`src/rtl/vlb_share_pkg.sv`:
```
// Shared types and helpers for the vlb_share translation-request mux.
package vlb_share_pkg;

  localparam int ATTR_W = 4;

  typedef enum logic {
    ST_IDLE  = 1'b0,
    ST_FLUSH = 1'b1
  } flush_state_e;

  typedef struct packed {
    logic              vld;
    logic              err;
    logic [ATTR_W-1:0] attr;
  } vlb_meta_t;

  // Channel tag width; never narrower than one bit.
  function automatic int vlb_cw(input int n);
    return (n > 1) ? $clog2(n) : 1;
  endfunction

endpackage

```
`src/rtl/vlb_share_rr_arb.sv`:
```
// N-way round-robin arbiter; priority starts just after the last granted channel.
module vlb_rr_arb #(
  parameter int N  = 2,
  parameter int CW = 1
) (
  input  logic          clk_sys_i,
  input  logic          rst_b_i,
  input  logic [N-1:0]  req_i,
  input  logic          adv_i,
  output logic [N-1:0]  gnt_o,
  output logic [CW-1:0] gnt_idx_o,
  output logic          any_o
);

  logic [CW-1:0] ptr_q;
  logic [CW-1:0] ptr_d;
  logic [CW-1:0] cand;

  always_comb begin
    gnt_o     = '0;
    gnt_idx_o = '0;
    any_o     = 1'b0;
    cand      = '0;
    for (int i = 1; i <= N; i++) begin
      cand = CW'((int'(ptr_q) + i) % N);
      if (!any_o && req_i[cand]) begin
        any_o      = 1'b1;
        gnt_o[cand] = 1'b1;
        gnt_idx_o  = cand;
      end
    end
  end

  always_comb begin
    ptr_d = ptr_q;
    if (adv_i && any_o) ptr_d = gnt_idx_o;
  end

  // Reset to the last channel so channel 0 is first in line.
  always_ff @(posedge clk_sys_i or negedge rst_b_i) begin
    if (!rst_b_i) ptr_q <= CW'(N - 1);
    else          ptr_q <= ptr_d;
  end

endmodule

```
`src/rtl/vlb_share.sv`:
```
// Shares one page-walker port among N clients: per-channel skid entry, round-robin
// grant, tag-routed responses/fills and a merged flush handshake.
//
// state    | meaning
// ST_IDLE  | normal operation, requests accepted and granted
// ST_FLUSH | skids emptied, waiting for every enabled channel to report flush done
module vlb_share
  import vlb_share_pkg::*;
#(
  parameter int N  = 2,
  parameter int IW = 5,
  parameter int VW = 52,
  parameter int MW = 52,
  parameter int CW = vlb_cw(N)
) (
  input  logic                clk_sys_i,
  input  logic                rst_b_i,
  input  logic [N-1:0]        c_req_valid_i,
  input  logic [N*IW-1:0]     c_req_idx_i,
  input  logic [N*VW-1:0]     c_req_vpn_i,
  input  logic [N-1:0]        c_req_kill_i,
  output logic [N-1:0]        c_req_ready_o,
  output logic [N-1:0]        c_resp_valid_o,
  output logic [IW-1:0]       c_resp_idx_o,
  output logic                c_resp_vld_o,
  output logic                c_resp_err_o,
  output logic [MW-1:0]       c_resp_mpn_o,
  output logic [3:0]          c_resp_attr_o,
  output logic [N-1:0]        c_fill_valid_o,
  output logic [IW-1:0]       c_fill_idx_o,
  output logic                c_fill_vld_o,
  output logic                c_fill_err_o,
  output logic [MW-1:0]       c_fill_mpn_o,
  output logic [3:0]          c_fill_attr_o,
  output logic [N-1:0]        c_busy_o,
  input  logic [2*N-1:0]      c_kill_i,
  input  logic [N-1:0]        c_en_i,
  output logic                d_req_valid_o,
  input  logic                d_req_ready_i,
  output logic [CW+IW-1:0]    d_req_idx_o,
  output logic [VW-1:0]       d_req_vpn_o,
  output logic                d_req_kill_o,
  input  logic                d_resp_valid_i,
  input  logic [CW+IW-1:0]    d_resp_idx_i,
  input  logic                d_resp_vld_i,
  input  logic                d_resp_err_i,
  input  logic [MW-1:0]       d_resp_mpn_i,
  input  logic [3:0]          d_resp_attr_i,
  input  logic                d_fill_valid_i,
  input  logic [CW+IW-1:0]    d_fill_idx_i,
  input  logic                d_fill_vld_i,
  input  logic                d_fill_err_i,
  input  logic [MW-1:0]       d_fill_mpn_i,
  input  logic [3:0]          d_fill_attr_i,
  input  logic                d_busy_i,
  output logic [1:0]          d_kill_o
);

  flush_state_e         state_q, state_d;
  logic [N-1:0]         ack_q, ack_d;
  logic [N-1:0]         full_q, full_d;
  logic [N-1:0][IW-1:0] idx_q;
  logic [N-1:0][VW-1:0] vpn_q;
  logic [N-1:0]         kill_q;

  logic                 in_flush;
  logic                 flush_enter;
  logic [N-1:0]         kill_req;
  logic [N-1:0]         kill_done;
  logic                 any_kill;
  logic                 all_done;
  logic [N-1:0]         load;
  logic [N-1:0]         arb_req;
  logic [N-1:0]         gnt;
  logic [CW-1:0]        gnt_idx;
  logic                 gnt_any;
  logic                 gnt_fire;
  logic [IW-1:0]        sel_idx;
  logic [VW-1:0]        sel_vpn;
  logic                 sel_kill;
  vlb_meta_t            resp_meta;
  vlb_meta_t            fill_meta;

  assign in_flush = (state_q == ST_FLUSH);

  always_comb begin
    kill_req  = '0;
    kill_done = '0;
    for (int c = 0; c < N; c++) begin
      kill_req[c]  = c_kill_i[2*c];
      kill_done[c] = c_kill_i[2*c+1];
    end
  end

  assign any_kill = |kill_req;
  assign all_done = &(kill_done | ack_q | ~c_en_i);
  assign d_kill_o = {in_flush & all_done, any_kill};

  always_comb begin
    state_d = state_q;
    ack_d   = ack_q;
    unique case (state_q)
      ST_IDLE: begin
        ack_d = '0;
        if (any_kill) state_d = ST_FLUSH;
      end
      ST_FLUSH: begin
        // A kill arriving with the done cycle still returns to IDLE first.
        if (all_done) begin
          state_d = ST_IDLE;
          ack_d   = '0;
        end else begin
          ack_d = ack_q | kill_done;
        end
      end
      default: begin
        state_d = ST_IDLE;
        ack_d   = '0;
      end
    endcase
  end

  assign flush_enter = (state_q == ST_IDLE) && (state_d == ST_FLUSH);

  assign c_req_ready_o = ~full_q & {N{~in_flush}};
  assign load          = c_req_valid_i & c_req_ready_o;
  assign arb_req       = full_q & {N{~in_flush}};

  vlb_rr_arb #(
    .N  (N),
    .CW (CW)
  ) u_arb (
    .clk_sys_i (clk_sys_i),
    .rst_b_i   (rst_b_i),
    .req_i     (arb_req),
    .adv_i     (gnt_fire),
    .gnt_o     (gnt),
    .gnt_idx_o (gnt_idx),
    .any_o     (gnt_any)
  );

  assign d_req_valid_o = gnt_any;
  assign gnt_fire      = gnt_any & d_req_ready_i;

  always_comb begin
    sel_idx  = '0;
    sel_vpn  = '0;
    sel_kill = 1'b0;
    for (int c = 0; c < N; c++) begin
      if (gnt[c]) begin
        sel_idx  = sel_idx | idx_q[c];
        sel_vpn  = sel_vpn | vpn_q[c];
        sel_kill = sel_kill | kill_q[c];
      end
    end
  end

  assign d_req_idx_o  = {gnt_idx, sel_idx};
  assign d_req_vpn_o  = sel_vpn;
  assign d_req_kill_o = sel_kill;

  // Load only happens on an empty entry and grant only on a full one, so they never collide.
  always_comb begin
    full_d = full_q;
    for (int c = 0; c < N; c++) begin
      if (gnt_fire && gnt[c]) full_d[c] = 1'b0;
      else if (load[c])       full_d[c] = 1'b1;
    end
    if (flush_enter) full_d = '0;
  end

  always_ff @(posedge clk_sys_i or negedge rst_b_i) begin
    if (!rst_b_i) begin
      state_q <= ST_IDLE;
      ack_q   <= '0;
      full_q  <= '0;
      idx_q   <= '0;
      vpn_q   <= '0;
      kill_q  <= '0;
    end else begin
      state_q <= state_d;
      ack_q   <= ack_d;
      full_q  <= full_d;
      for (int c = 0; c < N; c++) begin
        if (load[c]) begin
          idx_q[c]  <= c_req_idx_i[c*IW +: IW];
          vpn_q[c]  <= c_req_vpn_i[c*VW +: VW];
          kill_q[c] <= c_req_kill_i[c];
        end
      end
    end
  end

  always_comb begin
    c_resp_valid_o = '0;
    c_fill_valid_o = '0;
    c_busy_o       = '0;
    for (int c = 0; c < N; c++) begin
      c_resp_valid_o[c] = d_resp_valid_i && (d_resp_idx_i[CW+IW-1:IW] == CW'(c));
      c_fill_valid_o[c] = d_fill_valid_i && (d_fill_idx_i[CW+IW-1:IW] == CW'(c));
      c_busy_o[c]       = d_busy_i && (d_fill_idx_i[CW+IW-1:IW] == CW'(c));
    end
  end

  assign resp_meta = '{vld: d_resp_vld_i, err: d_resp_err_i, attr: d_resp_attr_i};
  assign fill_meta = '{vld: d_fill_vld_i, err: d_fill_err_i, attr: d_fill_attr_i};

  assign c_resp_idx_o  = d_resp_idx_i[IW-1:0];
  assign c_resp_vld_o  = resp_meta.vld;
  assign c_resp_err_o  = resp_meta.err;
  assign c_resp_mpn_o  = d_resp_mpn_i;
  assign c_resp_attr_o = resp_meta.attr;

  assign c_fill_idx_o  = d_fill_idx_i[IW-1:0];
  assign c_fill_vld_o  = fill_meta.vld;
  assign c_fill_err_o  = fill_meta.err;
  assign c_fill_mpn_o  = d_fill_mpn_i;
  assign c_fill_attr_o = fill_meta.attr;

endmodule

```
`config.mk`:
```
export PLATFORM = sky130hd
export DESIGN_NAME = vlb_share
export DESIGN_NICKNAME = d
export VERILOG_FILES = /design/src/rtl/vlb_share_pkg.sv /design/src/rtl/vlb_share_rr_arb.sv /design/src/rtl/vlb_share.sv
export SDC_FILE = /design/constraint.sdc
export NUM_CORES = 1
export LEC_CHECK = 0
export CAP_MARGIN = 15
export CORE_AREA = 2 2 176 178
export CTS_CLUSTER_DIAMETER = 150
export DETAILED_ROUTE_END_ITERATION = 8
export DIE_AREA = 0 0 178 180
export PLACE_DENSITY = 0.62
export SETUP_SLACK_MARGIN = 0.1
export SLEW_MARGIN = 25
export SYNTH_ARGS = -nofsm -noshare
export SYNTH_HDL_FRONTEND = slang
export SYNTH_SLANG_ARGS = --single-unit
export TNS_END_PERCENT = 10
```
`constraint.sdc`:
```
create_clock -name clk_sys_i -period 4.7 [get_ports clk_sys_i]
set_input_delay 0.47 -clock clk_sys_i [delete_from_list [all_inputs] [get_ports clk_sys_i]]
set_output_delay 0.47 -clock clk_sys_i [all_outputs]
set_load 0.01 [all_outputs]
```
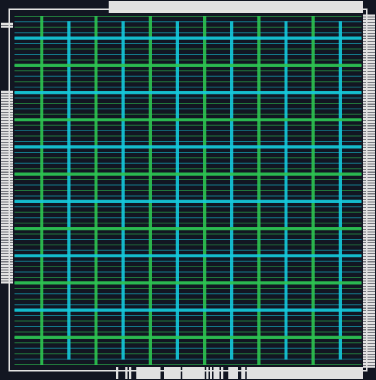
*Supply network*
Scale: 2 px per um. Pins as bars on the die edge.
VSS -> green
VDD -> cyan
met5 straps = 12
met4 straps = 12
met1 rails = 65
rows = 64
Die X: 178 um
worst vdd ir: 0.000230 V

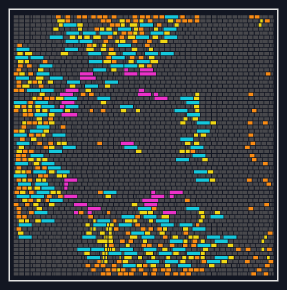
*Placed cells, one color a class*
Scale: 1.5 px per um. Fill, decap, tap and diode cells in gray.
clock drivers and dummy loads -> magenta  # cells 31, share of their area 8.1%
all other logic -> yellow  # cells 208, share of their area 27%
other buffers and delay cells -> orange  # cells 207, share of their area 26%
flip-flops -> cyan  # cells 122, share of their area 39%
flop share of the area: 36.6%
cell area after layout: 0.00835 mm2
Finished Core Util: 27.7%
core area: 0.0302 mm2
Rows: 64

==> impl_metrics.env <==
# physical design summary
export IMPL_nonClockInverterCount=2
export IMPL_power_switching_uw=1540
export IMPL_fin_cells=967
export IMPL_status="completed"
export IMPL_power_leader="registers"
export IMPL_synth_dominant_cell_count="buf_4"
export IMPL_largest_reg_flops=104
export IMPL_taps=396
export IMPL_critical_path_max_stage_delay_ns=0.58
export IMPL_setup_violations=0
export IMPL_relSlewSlack_pct=36.1
export IMPL_fill_cells=3077
export IMPL_yosysUniqueCellTypes=26
export IMPL_p_seq_uw=1900
export IMPL_syn_to_final_growth_pct=32.7
export IMPL_postRouteAntennaNets=0
export IMPL_diodes=3
export IMPL_synth_async_sr_flop_share_pct=100
export IMPL_buffer_area_share_pct=24.6
export IMPL_p_comb_share_pct=35.2
export IMPL_cp_required_ns=4.23
export IMPL_gr_usage_met1_pct=13.8
export IMPL_finalMaxSlewViolations=0
export IMPL_p_seq_share_pct=36.8
export IMPL_post_cts_resize_count=0
export IMPL_critical_path_endpoint_type="primary output"
export IMPL_edf_count=0
export IMPL_yosysCellCount=484
export IMPL_logic_gates=206
export IMPL_syn_mean_instance_area_um2=13.0
export IMPL_ff_type="dfrtp_1"
export IMPL_synth_seq_share_pct=48.5
export IMPL_busiest_layer="met2"
export IMPL_lay_top_count="clkdlybuf4s50_1"
export IMPL_tightestPinTransition_ns=0.958
export IMPL_htreeDepth=4
export IMPL_root_buffer="clkbuf_16"
export IMPL_gr_usage_met3_pct=8.63
export IMPL_crit_arrival_ns=2.94
export IMPL_hold_violations=0
export IMPL_largest_class="flip-flops and latches"
export IMPL_drc_errors=0
export IMPL_top_layer="met5"
export IMPL_whs_ns=0.0942
export IMPL_route_met3_wl_um=3210
export IMPL_critPathMaxFanout=43
export IMPL_grt_pass1_vias=4404
export IMPL_synth_simple_area_share_pct=1.83
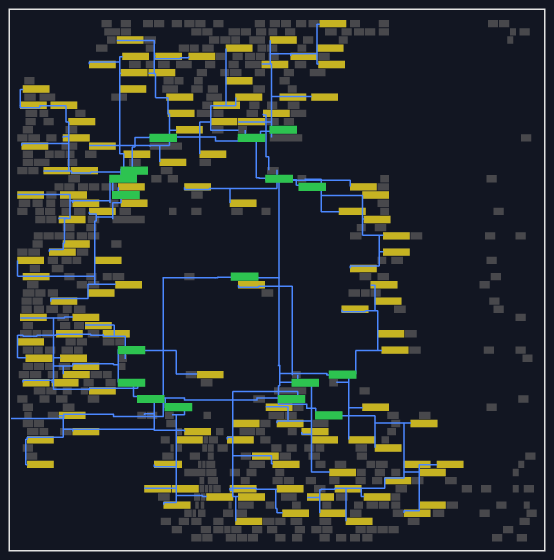
*Routed clock nets over the placement*
Scale: 3 px per um.
cells driving clock nets -> green  # count 17
flip-flops -> yellow  # count 122
clock wires -> blue  # length 2010 um
routed clock nets = 18
flops lie = spread over the die
Clk pwr share: 28.0%
latest clock arrival within the worst-skew pair: 0.41 ns
Clock Power: 1440 uW
Worst Skew: 0.0113 ns

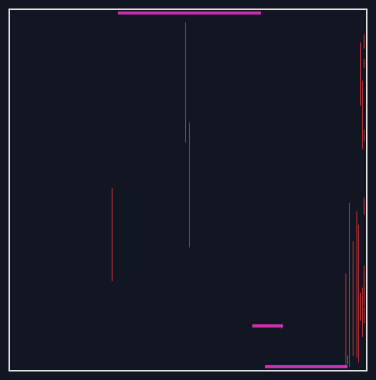
*Routed metal, one color a layer*
Scale: 2 px per um. Only two layers are drawn.
met5 -> magenta  # wire length 123 um
met4 -> red  # wire length 656 um
GRT Overall Usage: 13.7%
final wirelength: 22500 um
Avg WL per Cell: 23.3 um
overall via count from detail_route: 3997

-- final timing paths --
path	start	endpoint	slack, ns	cells after the start
max	in_flush	d_req_vpn_o[12]	1.29	5
min	rst_b_i	idx_q[3]	0.09	1
max reg2reg	in_flush	vpn_q[96]	2.47	4
min reg2reg	vpn_q[69]	vpn_q[69]	0.51	1
max in group asynchronous	rst_b_i	u_arb.ptr_q	3.59	2
min in group clk_sys_i	vpn_q[69]	vpn_q[69]	0.51	1
-- worst reg2reg max path, stage by stage, from the launching register on --
cell and delay [ns]:
dfrtp_1 0.47, nor2b_1 0.18, and2_4 0.78, buf_4 0.35, mux2_2 0.35
-- stage by stage --
step	util [%]	cell area [um2]
CTS	27.6	8350
global placement	25.5	7710
floorplan	-	6290
finish	27.7	8350
detailed placement	25.5	7710
global route	27.6	8350
Power figures rest on the tool's default switching activity, not on a simulated workload.
